<file path="config.mk">
export PLATFORM = sky130hd
export DESIGN_NAME = wb_writer_flat
export DESIGN_NICKNAME = d
export VERILOG_FILES = /design/src/rtl/wb_writer_if.sv /design/src/rtl/wb_writer.sv /design/src/flat_wrapper.sv
export SDC_FILE = /design/constraint.sdc
export NUM_CORES = 1
export LEC_CHECK = 0
export CORE_ASPECT_RATIO = 0.6
export CORE_MARGIN = 2
export CORE_UTILIZATION = 46
export DETAILED_ROUTE_END_ITERATION = 7
export MAX_ROUTING_LAYER = met4
export PLACE_DENSITY = 0.87
export SYNTH_ARGS = -nofsm -noshare
export SYNTH_HDL_FRONTEND = slang
export SYNTH_SLANG_ARGS = --single-unit
</file>
<file path="constraint.sdc">
create_clock -name clk_i -period 3.7 [get_ports clk_i]
set_clock_uncertainty 0.15 [all_clocks]
set_input_delay 1.11 -clock clk_i [delete_from_list [all_inputs] [get_ports clk_i]]
set_output_delay 1.11 -clock clk_i [all_outputs]
set_load 0.02 [all_outputs]
</file>
<file path="src/rtl/wb_writer_if.sv">
// MEM-to-writeback handshake, data-memory read response and register-file
// write port of wb_writer, bundled with driver (master) and block (slave) views.
interface wb_writer_if #(
  parameter int XLEN   = 32,
  parameter int REG_AW = 5
);
  logic              mem_valid_i;
  logic              mem_ready_o;
  logic              mem_wreg_i;
  logic [REG_AW-1:0] mem_waddr_i;
  logic [XLEN-1:0]   mem_wdata_i;
  logic              mem_is_load_i;
  logic [2:0]        mem_ld_type_i;
  logic [1:0]        mem_addr_lo_i;
  logic              dmem_rvalid_i;
  logic [XLEN-1:0]   dmem_rdata_i;
  logic              we_o;
  logic [REG_AW-1:0] waddr_o;
  logic [XLEN-1:0]   wdata_o;
  logic              err_o;
  logic [31:0]       retire_cnt_o;

  modport master (
    output mem_valid_i, mem_wreg_i, mem_waddr_i, mem_wdata_i, mem_is_load_i,
           mem_ld_type_i, mem_addr_lo_i, dmem_rvalid_i, dmem_rdata_i,
    input  mem_ready_o, we_o, waddr_o, wdata_o, err_o, retire_cnt_o
  );

  modport slave (
    input  mem_valid_i, mem_wreg_i, mem_waddr_i, mem_wdata_i, mem_is_load_i,
           mem_ld_type_i, mem_addr_lo_i, dmem_rvalid_i, dmem_rdata_i,
    output mem_ready_o, we_o, waddr_o, wdata_o, err_o, retire_cnt_o
  );
endinterface

</file>
<file path="src/rtl/wb_writer.sv">
// Writeback stage: retires ALU results directly and loads after the data-memory
// response, aligning/extending load data and flagging illegal or misaligned loads.
module wb_writer #(
  parameter int XLEN   = 32,
  parameter int REG_AW = 5
) (
  input  logic        clk_i,
  input  logic        rst_i,
  wb_writer_if.slave  bus
);

  typedef enum logic [1:0] {
    IDLE      = 2'd0,
    WAIT_LOAD = 2'd1,
    WRITE     = 2'd2
  } state_t;

  localparam logic [2:0] LD_LB  = 3'd0;
  localparam logic [2:0] LD_LH  = 3'd1;
  localparam logic [2:0] LD_LW  = 3'd2;
  localparam logic [2:0] LD_LBU = 3'd4;
  localparam logic [2:0] LD_LHU = 3'd5;

  state_t            state, state_n;
  logic              accept;

  // Instruction fields held while a load waits for its response
  logic              wreg_q;
  logic [REG_AW-1:0] waddr_q;
  logic [2:0]        ld_type_q;
  logic [1:0]        addr_lo_q;

  logic [XLEN-1:0]   shifted;
  logic [XLEN-1:0]   aligned;
  logic              ld_err;

  logic              we_n, err_n;
  logic [REG_AW-1:0] waddr_n;
  logic [XLEN-1:0]   wdata_n;

  logic              we_q, err_q;
  logic [REG_AW-1:0] waddr_r;
  logic [XLEN-1:0]   wdata_r;
  logic [31:0]       cnt_q;

  assign bus.mem_ready_o = !rst_i && ((state == IDLE) || (state == WRITE));
  assign accept          = bus.mem_valid_i && bus.mem_ready_o;

  always_comb begin
    shifted = bus.dmem_rdata_i >> {addr_lo_q, 3'b000};
    case (ld_type_q)
      LD_LB:   aligned = {{(XLEN-8){shifted[7]}}, shifted[7:0]};
      LD_LH:   aligned = {{(XLEN-16){shifted[15]}}, shifted[15:0]};
      LD_LBU:  aligned = {{(XLEN-8){1'b0}}, shifted[7:0]};
      LD_LHU:  aligned = {{(XLEN-16){1'b0}}, shifted[15:0]};
      default: aligned = shifted;
    endcase
    ld_err = (ld_type_q == 3'd3) || (ld_type_q == 3'd6) || (ld_type_q == 3'd7) ||
             (((ld_type_q == LD_LH) || (ld_type_q == LD_LHU)) && addr_lo_q[0]) ||
             ((ld_type_q == LD_LW) && (addr_lo_q != 2'b00));
  end

  // Next-state logic also computes the registered writeback outputs, so the
  // write port is stable for the whole WRITE cycle and holds afterwards.
  always_comb begin
    // NOTE: every output gets a default first so no path can infer a latch.
    state_n = state;
    we_n    = 1'b0;
    err_n   = 1'b0;
    waddr_n = waddr_r;
    wdata_n = wdata_r;
    case (state)
      IDLE, WRITE: begin
        if (accept) begin
          if (bus.mem_is_load_i) begin
            state_n = WAIT_LOAD;
          end else begin
            state_n = WRITE;
            we_n    = bus.mem_wreg_i && (bus.mem_waddr_i != '0);
            waddr_n = bus.mem_waddr_i;
            wdata_n = bus.mem_wdata_i;
          end
        end else begin
          state_n = IDLE;
        end
      end
      WAIT_LOAD: begin
        if (bus.dmem_rvalid_i) begin
          state_n = WRITE;
          err_n   = ld_err;
          we_n    = !ld_err && wreg_q && (waddr_q != '0);
          waddr_n = waddr_q;
          wdata_n = aligned;
        end
      end
      default: state_n = IDLE;
    endcase
  end

  // NOTE: sequential state uses non-blocking assignments so every register
  // samples pre-edge values regardless of statement order.
  always_ff @(posedge clk_i or posedge rst_i) begin
    if (rst_i) begin
      state     <= IDLE;
      wreg_q    <= 1'b0;
      waddr_q   <= '0;
      ld_type_q <= 3'd0;
      addr_lo_q <= 2'b00;
      we_q      <= 1'b0;
      err_q     <= 1'b0;
      waddr_r   <= '0;
      wdata_r   <= '0;
      cnt_q     <= 32'd0;
    end else begin
      state   <= state_n;
      we_q    <= we_n;
      err_q   <= err_n;
      waddr_r <= waddr_n;
      wdata_r <= wdata_n;
      if (accept) begin
        wreg_q    <= bus.mem_wreg_i;
        waddr_q   <= bus.mem_waddr_i;
        ld_type_q <= bus.mem_ld_type_i;
        addr_lo_q <= bus.mem_addr_lo_i;
      end
      if (state == WRITE) cnt_q <= cnt_q + 32'd1;
    end
  end

  assign bus.we_o         = we_q;
  assign bus.err_o        = err_q;
  assign bus.waddr_o      = waddr_r;
  assign bus.wdata_o      = wdata_r;
  assign bus.retire_cnt_o = cnt_q;

endmodule
</file>
<file path="src/flat_wrapper.sv">
// flat-port wrapper written by rule: the top's interface ports become plain ports
module wb_writer_flat 
#(
  parameter int XLEN   = 32,
  parameter int REG_AW = 5
)
  (clk_i, rst_i, bus_mem_valid_i, bus_mem_wreg_i, bus_mem_waddr_i, bus_mem_wdata_i, bus_mem_is_load_i, bus_mem_ld_type_i, bus_mem_addr_lo_i, bus_dmem_rvalid_i, bus_dmem_rdata_i, bus_mem_ready_o, bus_we_o, bus_waddr_o, bus_wdata_o, bus_err_o, bus_retire_cnt_o);
  wb_writer_if #(.XLEN(XLEN), .REG_AW(REG_AW)) bus_i ();
  input  logic clk_i;
  input  logic rst_i;
  input wire logic [$bits(bus_i.mem_valid_i)-1:0] bus_mem_valid_i;
  input wire logic [$bits(bus_i.mem_wreg_i)-1:0] bus_mem_wreg_i;
  input wire logic [$bits(bus_i.mem_waddr_i)-1:0] bus_mem_waddr_i;
  input wire logic [$bits(bus_i.mem_wdata_i)-1:0] bus_mem_wdata_i;
  input wire logic [$bits(bus_i.mem_is_load_i)-1:0] bus_mem_is_load_i;
  input wire logic [$bits(bus_i.mem_ld_type_i)-1:0] bus_mem_ld_type_i;
  input wire logic [$bits(bus_i.mem_addr_lo_i)-1:0] bus_mem_addr_lo_i;
  input wire logic [$bits(bus_i.dmem_rvalid_i)-1:0] bus_dmem_rvalid_i;
  input wire logic [$bits(bus_i.dmem_rdata_i)-1:0] bus_dmem_rdata_i;
  output wire logic [$bits(bus_i.mem_ready_o)-1:0] bus_mem_ready_o;
  output wire logic [$bits(bus_i.we_o)-1:0] bus_we_o;
  output wire logic [$bits(bus_i.waddr_o)-1:0] bus_waddr_o;
  output wire logic [$bits(bus_i.wdata_o)-1:0] bus_wdata_o;
  output wire logic [$bits(bus_i.err_o)-1:0] bus_err_o;
  output wire logic [$bits(bus_i.retire_cnt_o)-1:0] bus_retire_cnt_o;
  assign bus_i.mem_valid_i = bus_mem_valid_i;
  assign bus_i.mem_wreg_i = bus_mem_wreg_i;
  assign bus_i.mem_waddr_i = bus_mem_waddr_i;
  assign bus_i.mem_wdata_i = bus_mem_wdata_i;
  assign bus_i.mem_is_load_i = bus_mem_is_load_i;
  assign bus_i.mem_ld_type_i = bus_mem_ld_type_i;
  assign bus_i.mem_addr_lo_i = bus_mem_addr_lo_i;
  assign bus_i.dmem_rvalid_i = bus_dmem_rvalid_i;
  assign bus_i.dmem_rdata_i = bus_dmem_rdata_i;
  assign bus_mem_ready_o = bus_i.mem_ready_o;
  assign bus_we_o = bus_i.we_o;
  assign bus_waddr_o = bus_i.waddr_o;
  assign bus_wdata_o = bus_i.wdata_o;
  assign bus_err_o = bus_i.err_o;
  assign bus_retire_cnt_o = bus_i.retire_cnt_o;
  wb_writer #(.XLEN(XLEN), .REG_AW(REG_AW)) u_core (.clk_i(clk_i), .rst_i(rst_i), .bus(bus_i));
endmodule
</file>
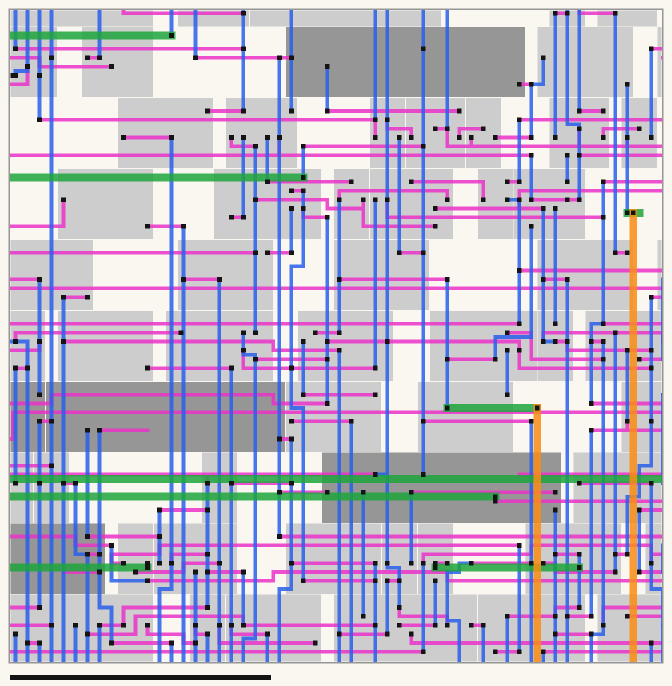
Fig. 1. Close-up of the layout (run 1).
Scale bar: 10 um. Region (52, 11) to (77, 36) um. Cells in grey, sequential cells in the stronger grey; small squares are vias.
legend:
  magenta:
    layer: met1
  green:
    layer: met3
  blue:
    layer: met2
  orange:
    layer: met4
most frequent: clkdlybuf4s50_1 (13), nand2_1 (7), nor2_1 (6)
sequential cells in the window: 3
netlist names of flops here include: u_core.bus.wdata_o (3)
cells with their middle in the window: 47

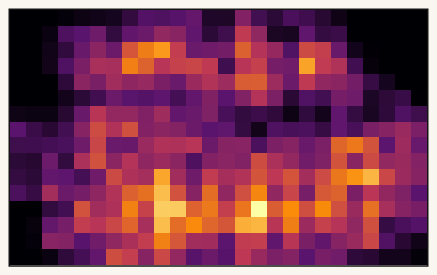
Fig. 2. Wire density map (run 1).
The die is cut into 26 by 16 equal tiles; black is low, pale yellow is high, scaled to the fullest tile. Values are wire area over tile area, all layers added.
mean over tiles: 0.19
densest ninth of the die: bottom middle
nearly empty tiles: 11%
tiles over half the peak: 21%
fullest tile: 0.60

==> impl_metrics.tcl, run 1 <==
# collected from the flow reports
set metrics [dict create \
    dp_hpwl_mm 9.37 \
    syn_to_final_growth_pct 43.7 \
    synth-edff-count 0 \
    drtIter0Drc 280 \
    arrival_ps 2290 \
    syn-num-nets 510 \
    yosysCellCount 429 \
    synthTopCellsByArea "dfrtp_1 (48%), mux2_2 (7.0%), nor2_1 (5.9%), nand2_1 (5.2%), xnor2_1 (5.0%)" \
    tritoncts "yes" \
    drive_above_1_share 0.110 \
    syn-cell-area_sq_um 4360 \
    htreeDepth 3 \
    pwr_density_cell_nw_per_um2 522 \
    portBuffers 151 \
    grt-busiest-layer "met2" \
    instances_no_fill 704 \
    final_util 0.682 \
    drtAntennaViolNets 0 \
    yosysUniqueCellTypes 43 \
    fp_util 0.475 \
    grt_max_degree 47 \
    synth_flops 84 \
    fin_ws_ps 152 \
    clk_path_buf_depth 2 \
    cts_setup_buffers 0 \
    syn-mean-instance-area_sq_um 10.2 \
    drv_slew 0 \
    clkTransAtPathRegs_ps 60 \
    synth_seq_share 0.482 \
    cts-hold-fix-buffers 0 \
    antenna_found_initial 0 \
    status "completed" \
    startpoint_type "input port" \
    yosys.area.top_type_share 0.482 \
    post_cts_resized 0 \
    logic_area_sq_um 2090 \
    wl_mm 12.4 \
    io_pins 152 \
    ff_latch_area_sq_um 2100 \
    hold_class "reg -> reg" \
    routed_via_density 5.56 \
    drc 0 \
    grt_use_met1 0.346 \
    coreArea_sq_um 9190 \
    grt_usage 0.256 \
    numCtsBuffers 9 \
    vias 3914 \
    fin_total_pwr_mw 3.27 \
    syn_inst 429 \
    wl_per_cell_um 17.7 \
    finalHoldViolCount 0 \
    grt_pass1_vias 3829 \
    cp.required_ps 2440 \
    place_inst 690 \
    fp.dieW_um 130 \
    setup-tns-final_ps 0 \
    chipArea_sq_um 10300 \
    diodes 0 \
    peakVddDrop_v 0.000294 \
    chipHeight_um 79.4 \
    warnings 26 \
    place_ws_ps 147 \
    synthArstFlopShare 1.00 \
    core.rowCount 27 \
]
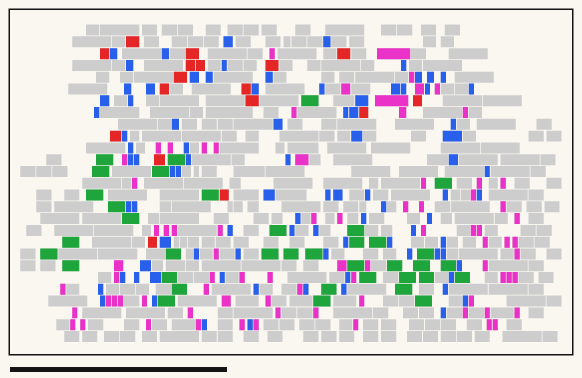
Fig. 3. Gate families picked out (run 1).
Scale bar: 50 um.
legend:
  magenta:
    family: NOR gates
    cells: 78
    most_used: nor2_1
    where: all over the die
  red:
    family: AND and OR gates
    cells: 17
  blue:
    family: NAND gates
    cells: 88
    most_used: nand2_1
  green:
    family: multiplexers
    cells: 37
    most_used: mux2_2

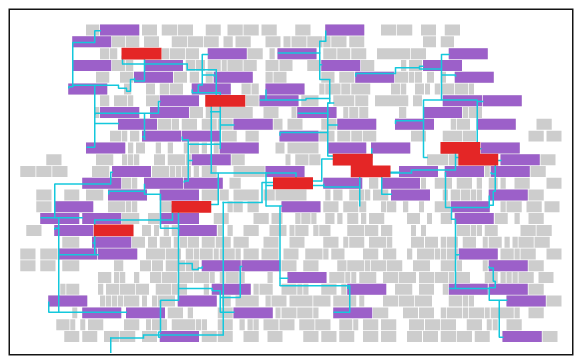
Fig. 4. Clock network drawn from the DEF (run 1).
legend:
  purple:
    item: flip-flops
    count: 84
  cyan:
    item: clock wires
    length: 980 um
  red:
    item: cells driving clock nets
    count: 9
routed clock nets: 10
flops lie: all over the die
clk pwr: 882 uW
Clk pwr share: 0.270
worst skew pair latency: 330 ps

run 1: worst max-delay path, stage by stage:
cell and delay, ps:
clkdlybuf4s50_1 460, nor2_1 110, clkdlybuf4s50_1 610
run 1: per-stage QoR:
step | instance area [sq um] | hold WS, ps
2_1_floorplan | 4360 | 321
3_3_place_gp | 5980 | 316
4_1_cts | 6270 | 329
6_report | 6270 | 327
3_5_place_dp | 5980 | 319
5_1_grt | 6270 | 346
run 1: cells by family after synthesis:
group / count (synthesis) / synth area share
compound gates: 62 / 0.122
xor+xnor: 31 / 0.0622
fa+ha+maj: 1 / 0.00287
buf+inv: 31 / 0.0396
flops: 84 / 0.482
mux: 37 / 0.0926
simple gates: 183 / 0.199
run 1: power by group:
part | total (mW) | switching, mW | internal (mW)
clock | 0.882 | 0.331 | 0.551
sequential | 1.26 | 0.158 | 1.10
combinational | 1.13 | 0.567 | 0.568
run 1: worst paths after layout:
kind,start,end,cells after the start
min reg2reg,u_core.bus.retire_cnt_o[31],u_core.bus.retire_cnt_o[31],1
max in group asynchronous,rst_i,u_core.wreg_q,3
max reg2reg,u_core.addr_lo_q[1],u_core.bus.wdata_o[20],4
min in group asynchronous,rst_i,u_core.bus.retire_cnt_o[31],2
min,u_core.bus.retire_cnt_o[31],u_core.bus.retire_cnt_o[31],1
max,rst_i,bus_mem_ready_o,3
run 1: layout make-up:
class | count | share of cell area
sequential | 84 | 0.335
multi-input combinational | 314 | 0.334
timing repair buffer | 159 | 0.257
clock buffer | 12 | 0.0409
tap | 130 | 0.0259
clock inverter | 2 | 0.00559
inverter | 3 | 0.00200
run 1: cell usage in the layout, fill, tap and decap left out, drive strengths merged:
master and n:
o41ai 1, xnor2 25, and4 5, nand3b 5, or3b 1, nand3 11
o31a 1, nand4 9, o22ai 2, dfrtp 84, and2 2, a21oi 1
clkinv 2, bufinv 1, nor3 1, a211oi 1, buf 8, nor4 3
nand2 61, nand2b 1, a221oi 24, mux2i 10, inv 2, clkdlybuf4s50 151
nor2 69, mux2 27, nor2b 5, a31oi 14, and3 5, or4 2
nand4b 1, xor2 6, o2bb2ai 7, or2 2, clkbuf 12, o211ai 9
o21ai 2, ha 1
run 1: routing by layer:
metal  up-vias  wire length [um]
li1       1815                 -
met1      1942              5680
met2       133              5850
met3        24               644
met4         0               271
met5         -                 0
run 1: synth_stat cells (all sizes together) (3+ instances only):
cell type	number
and4	5
a221oi	24
nor2	69
o2bb2ai	7
dfrtp	84
a31oi	14
nand4	9
and3	5
mux2	27
o211ai	9
inv	3
nand3b	5
mux2i	10
nand3	11
xor2	6
nand2	61
clkbuf	11
nor4	3
nor2b	5
xnor2	25
buf	17
run 1: registers in the layout, summed over array words and instances (netlist names):
name                     cells
u_core.wreg_q                1
u_core.bus.wdata_o          32
u_core.bus.retire_cnt_o     32
u_core.state                 2
u_core.bus.we_o              1
u_core.bus.waddr_o           5
u_core.addr_lo_q             2
u_core.ld_type_q             3
u_core.waddr_q               5
u_core.bus.err_o             1
==> run 2, diff against run 1 <==
--- a/config.mk
+++ b/config.mk
@@ -5,10 +5,12 @@
 export SDC_FILE = /design/constraint.sdc
 export NUM_CORES = 1
 export LEC_CHECK = 0
+export CAP_MARGIN = 10
 export CORE_ASPECT_RATIO = 0.6
 export CORE_MARGIN = 2
 export CORE_UTILIZATION = 46
 export DETAILED_ROUTE_END_ITERATION = 7
+export HOLD_SLACK_MARGIN = 0.15
 export MAX_ROUTING_LAYER = met4
 export PLACE_DENSITY = 0.87
 export SYNTH_ARGS = -nofsm -noshare
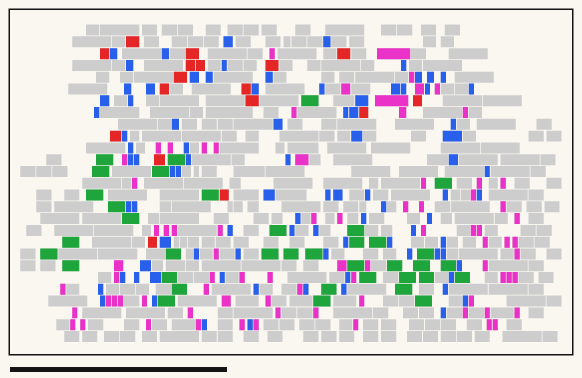
Fig. 5. Gate families picked out (run 2).
Scale bar: 50 um.
legend:
  green:
    family: multiplexers
    cells: 37
    most_used: mux2_2
  blue:
    family: NAND gates
    cells: 88
    most_used: nand2_1
  red:
    family: AND and OR gates
    cells: 17
  magenta:
    family: NOR gates
    cells: 78
    most_used: nor2_1
    where: all over the die
Non-Filler Instances: 704
combinational share of cell area: 0.334

==> impl_metrics.tcl, run 2 <==
# collected from the flow reports
set metrics [dict create \
    syn-mean-instance-area_sq_um 10.2 \
    worst_slew_pin_slew_ps 1020 \
    ff2ff_path_depth 4 \
    cpPeakStageDelay_ps 610 \
    antenna_found_initial 0 \
    status "completed" \
    final_cell_mix "clkdlybuf4s50_1 (151), dfrtp_1 (84), nor2_1 (69)" \
    portBuffers 151 \
    cp.required_ps 2440 \
    top_cells_by_count "dfrtp_1 (84), nor2_1 (69), nand2_1 (61), mux2_2 (27), xnor2_1 (25)" \
    fmax_mhz 282 \
    cp_max_fo 3 \
    r2r-end "u_core.bus.wdata_o[20]" \
    post_cts_resized 0 \
    syn_to_final_growth_pct 43.7 \
    tritoncts "yes" \
    yosysTopAreaCell "dfrtp_1" \
    fin_ws_ps 152 \
    synthArstFlopShare 1.00 \
    rr_startpoint "u_core.addr_lo_q[1]" \
    drtIter0Drc 280 \
    synthTopCellsByArea "dfrtp_1 (48%), mux2_2 (7.0%), nor2_1 (5.9%), nand2_1 (5.2%), xnor2_1 (5.0%)" \
    p_sw_mw 1.06 \
    yosys.area.top_type_share 0.482 \
    cts-hold-fix-buffers 0 \
    syn-num-nets 510 \
    warnings 26 \
    place_ws_ps 147 \
    holdPathStages 1 \
    synth_flops 84 \
    layout_top_cell "clkdlybuf4s50_1" \
    dp_hpwl_mm 9.37 \
    drive_above_1_share 0.110 \
    grt_first_pass_wirelength_mm 19.8 \
    nets 652 \
    chipArea_sq_um 10300 \
    wl_per_cell_um 17.7 \
    finalClockPeriodUsage 0.959 \
    holdPathEnd "u_core.bus.retire_cnt_o[31]" \
    syn-cell-area_sq_um 4360 \
    fp_util 0.475 \
    clkTransAtPathRegs_ps 60 \
    dr.pass1.iters 5 \
    pwr_density_cell_nw_per_um2 522 \
    core.rowCount 27 \
    peakVddDrop_v 0.000294 \
    syn_inst 429 \
    numCtsBuffers 9 \
    grt_pass1_vias 3829 \
    clk_path_buf_depth 2 \
    coreArea_sq_um 9190 \
    yosysCellCount 429 \
    synth-edff-count 0 \
    routed_via_density 5.56 \
    io_pins 152 \
    htreeDepth 3 \
    fin_area_sq_um 6270 \
    diodes 0 \
    p_int_mw 2.22 \
    whs_ps 327 \
    insertion_delay_ps 330 \
    hold_start "u_core.bus.retire_cnt_o[31]" \
    drc 0 \
    final_util 0.682 \
    chipHeight_um 79.4 \
    grt_max_degree 47 \
    cp_cell_sequence "clkdlybuf4s50_1 > nor2_1 > clkdlybuf4s50_1" \
    hold_class "reg -> reg" \
    crit_start "rst_i" \
    setup-tns-final_ps 0 \
    finalHoldViolCount 0 \
    sw_frac_of_total 0.323 \
    placed_area_sq_um 5980 \
    p_clk_frac 0.270 \
    drtAntennaViolNets 0 \
    seq_power_share 0.384 \
    drv_slew 0 \
    startpoint_type "input port" \
    cts_setup_buffers 0 \
    ff_type "dfrtp_1" \
    arrival_ps 2290 \
    yosysUniqueCellTypes 43 \
    cp_slowest_cell "clkdlybuf4s50_1" \
    top_cell "dfrtp_1" \
    fp.dieW_um 130 \
    pwr-share-comb 0.347 \
    cpMostUsedCell "clkdlybuf4s50_1" \
    synth_seq_share 0.482 \
]
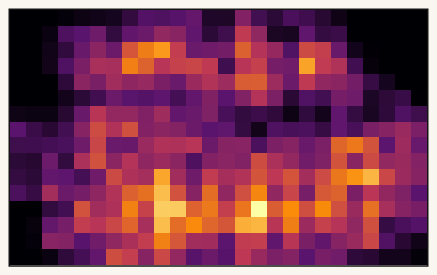
Fig. 6. Wire density map (run 2).
The die is cut into 26 by 16 equal tiles; black is low, pale yellow is high, scaled to the fullest tile. Values are wire area over tile area, all layers added.
total number of vias: 3914
Post-Route WL: 12.4 mm
Total GRT Usage: 0.256

run 2: worst max path at each step:
stage,to,slack [ps],cells past startpoint
6_report,bus_mem_ready_o,150,3
5_1_grt,bus_mem_ready_o,90,3
4_1_cts,bus_mem_ready_o,140,3
3_5_place_dp,bus_mem_ready_o,150,3
3_3_place_gp,bus_mem_ready_o,170,3
2_1_floorplan,u_core.addr_lo_q[0],270,1
run 2: worst max-delay path: cells and delay by family:
family	cells	cell delay [ps]
buffers and inverters	2	1070
AND/OR/NAND/NOR	1	110
run 2: logic make-up after synthesis:
family	after synthesis	share of synthesized area
compound gates	62	0.122
xor+xnor	31	0.0622
fa+ha+maj	1	0.00287
buf+inv	31	0.0396
flops	84	0.482
mux	37	0.0926
simple gates	183	0.199
run 2: power by group through the flow:
stage | clock [mW] | sequential (mW) | combinational, mW
final | 0.882 | 1.26 | 1.13
after global routing | 0.940 | 1.28 | 1.21
after CTS | 0.902 | 1.25 | 1.14
after detailed placement | 0 | 1.27 | 1.13
after global placement | 0 | 1.26 | 1.11
after floorplan | 0 | 1.42 | 0.441
run 2: layer usage:
metal | global-route usage | vias to the layer above | wire [um]
met5 | - | - | 0
met4 | 0.0731 | 0 | 271
met3 | 0.0476 | 24 | 644
li1 | - | 1815 | -
met2 | 0.399 | 133 | 5850
met1 | 0.346 | 1942 | 5680
run 2: layout make-up:
cell class,count,area [sq um]
sequential,84,2100
tap,130,163
timing repair buffer,159,1610
inverter,3,12.5
clock inverter,2,35.0
fill,694,2920
clock buffer,12,256
multi-input combinational,314,2090
run 2: through the flow:
stage | std cells | power, mW
floorplan | 429 | 1.86
global route | 704 | 3.43
global placement | 690 | 2.37
finish | 704 | 3.27
CTS | 704 | 3.29
detailed placement | 690 | 2.40
==> run 3, diff against run 2 <==
--- a/config.mk
+++ b/config.mk
@@ -5,7 +5,6 @@
 export SDC_FILE = /design/constraint.sdc
 export NUM_CORES = 1
 export LEC_CHECK = 0
-export CAP_MARGIN = 10
 export CORE_ASPECT_RATIO = 0.6
 export CORE_MARGIN = 2
 export CORE_UTILIZATION = 46
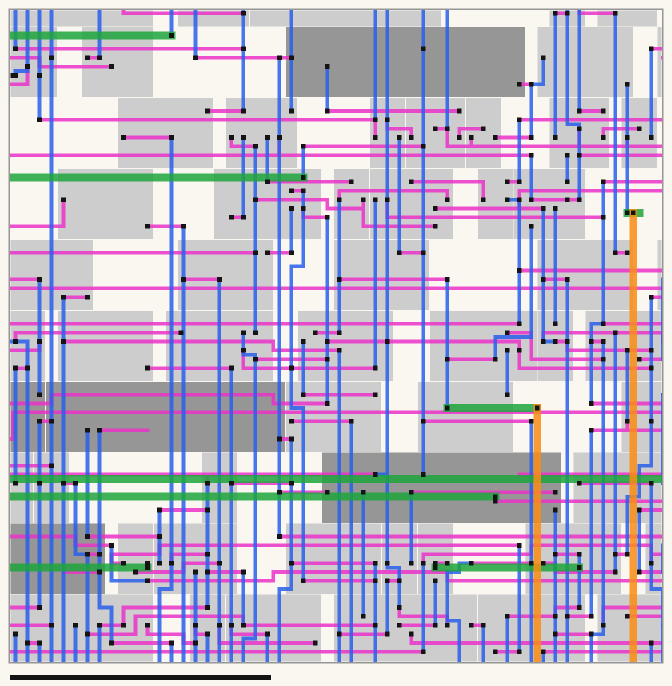
Fig. 7. Close-up of the layout (run 3).
Scale bar: 10 um. Region (52, 11) to (77, 36) um. Cells in grey, sequential cells in the stronger grey; small squares are vias.
legend:
  magenta:
    layer: met1
  orange:
    layer: met4
  green:
    layer: met3
  blue:
    layer: met2
sequential cells in the window: 3
cells with their middle in the window: 47
most frequent: clkdlybuf4s50_1 (13), nand2_1 (7), nor2_1 (6)
netlist names of flops here include: u_core.bus.wdata_o (3)

==> impl_metrics.tcl, run 3 <==
# collected from the flow reports
set metrics [dict create \
    logic_area_sq_um 2090 \
    hold_class "reg -> reg" \
    antenna_found_initial 0 \
    crit_family "buffers and inverters" \
    finalClockPeriodUsage 0.959 \
    layout_min_cycle_time_ps 3550 \
    grt_pass1_vias 3829 \
    drtIter0Drc 280 \
    ff_latch_area_sq_um 2100 \
    yosysCellCount 429 \
    fp_util 0.475 \
    diodes 0 \
    syn-num-nets 510 \
    syn_inst 429 \
    instances_no_fill 704 \
    routed_via_density 5.56 \
    vias 3914 \
    pwr_density_cell_nw_per_um2 522 \
    portBuffers 151 \
    synthArstFlopShare 1.00 \
    fill_cells 694 \
    cp.required_ps 2440 \
    startpoint_type "input port" \
    synth_seq_share 0.482 \
    setup-tns-final_ps 0 \
    drive_above_1_share 0.110 \
    warnings 26 \
    fmax_mhz 282 \
    synth_flops 84 \
    grt_usage 0.256 \
    fp.dieW_um 130 \
    dr.pass1.iters 5 \
    wl_mm 12.4 \
    drc 0 \
    cts-hold-fix-buffers 0 \
    critPathCaptureType "output port" \
    coreArea_sq_um 9190 \
    syn_to_final_growth_pct 43.7 \
    place_inst 690 \
    syn-cell-area_sq_um 4360 \
    drtAntennaViolNets 0 \
    yosys.area.top_type_share 0.482 \
    status "completed" \
    top_cell "dfrtp_1" \
    tritoncts "yes" \
    yosysUniqueCellTypes 43 \
    final_cell_mix "clkdlybuf4s50_1 (151), dfrtp_1 (84), nor2_1 (69)" \
    worst_slew_pin_slew_ps 1020 \
    drv_slew 0 \
    clk_path_buf_depth 2 \
    cpPeakStageDelay_ps 610 \
    ff_type "dfrtp_1" \
    arrival_ps 2290 \
    dp_hpwl_mm 9.37 \
    synthTopCellsByArea "dfrtp_1 (48%), mux2_2 (7.0%), nor2_1 (5.9%), nand2_1 (5.2%), xnor2_1 (5.0%)" \
    finalHoldViolCount 0 \
    post_cts_resized 0 \
    grt_first_pass_wirelength_mm 19.8 \
    numCtsBuffers 9 \
    clkTransAtPathRegs_ps 60 \
    cp_cell_sequence "clkdlybuf4s50_1 > nor2_1 > clkdlybuf4s50_1" \
    cts_setup_buffers 0 \
    grt_max_degree 47 \
    peakVddDrop_v 0.000294 \
    cp_slowest_cell "clkdlybuf4s50_1" \
    crit_buf_inv 2 \
    synth-edff-count 0 \
    cpMostUsedCell "clkdlybuf4s50_1" \
    nets 652 \
    wl_per_cell_um 17.7 \
    cp_max_fo 3 \
    top_cells_by_count "dfrtp_1 (84), nor2_1 (69), nand2_1 (61), mux2_2 (27), xnor2_1 (25)" \
    io_pins 152 \
    yosysTopAreaCell "dfrtp_1" \
    chipHeight_um 79.4 \
    syn-mean-instance-area_sq_um 10.2 \
]
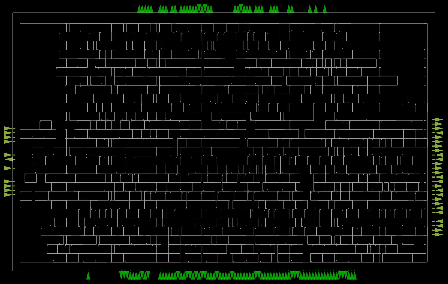
Fig. 8. Cell outlines without signal wires (run 3).
num rows: 27
n_taps: 130

[run 3: cell counts in the layout (fill, tap and decap cells not counted)]
Identical to the previous run, type by type.
[run 3: cell families (layout without fill, tap and decap cells)]
family,Yosys count,count (layout),share of synthesized area
buffers and inverters,31,176,0.0396
muxes,37,37,0.0926
DFF,84,84,0.482
AOI/OAI and AO/OA,62,62,0.122
and+or+nand+nor,183,183,0.199
adders and majority gates,1,1,0.00287
xor gates and xnor gates,31,31,0.0622
[run 3: report_power, final]
part,leakage (nW),switching (mW),total (mW),internal [mW]
registers,1.04,0.158,1.26,1.10
clock network,0.145,0.331,0.882,0.551
logic,1.38,0.567,1.13,0.568
total,2.57,1.06,3.27,2.22
[run 3: per-stage QoR]
step | util | power [mW] | worst slack [ps] | hold slack (ps) | area [sq um]
after floorplan | - | 1.86 | 275 | 321 | 4360
after global placement | 0.650 | 2.37 | 174 | 316 | 5980
after global routing | 0.682 | 3.43 | 89.3 | 346 | 6270
after CTS | 0.682 | 3.29 | 145 | 329 | 6270
after detailed placement | 0.650 | 2.40 | 147 | 319 | 5980
final | 0.682 | 3.27 | 152 | 327 | 6270
[run 3: final timing paths]
| path | start | endpoint | cells past startpoint |
|---|---|---|---|
| worst max register to register | u_core.addr_lo_q[1] | u_core.bus.wdata_o[20] | 4 |
| worst min register to register | u_core.bus.retire_cnt_o[31] | u_core.bus.retire_cnt_o[31] | 1 |
| worst min-delay path | u_core.bus.retire_cnt_o[31] | u_core.bus.retire_cnt_o[31] | 1 |
| max in group asynchronous | rst_i | u_core.wreg_q | 3 |
| worst max-delay path | rst_i | bus_mem_ready_o | 3 |
| min in group asynchronous | rst_i | u_core.bus.retire_cnt_o[31] | 2 |
[run 3: cell type report]
class / count / share of cell area
clock inverters: 2 / 0.00559
multi-input cells: 314 / 0.334
flip-flops and latches: 84 / 0.335
repair buffers: 159 / 0.257
inverters: 3 / 0.00200
clock buffers: 12 / 0.0409
well taps: 130 / 0.0259
[run 3: per-layer routing]
metal | track usage | vias up | part of all wire
met5 | - | - | 0
met4 | 0.0731 | 0 | 0.022
met3 | 0.0476 | 24 | 0.052
met2 | 0.399 | 133 | 0.47
met1 | 0.346 | 1942 | 0.46
li1 | - | 1815 | -
No activity file was given, so power comes from the tool's default toggle rates.
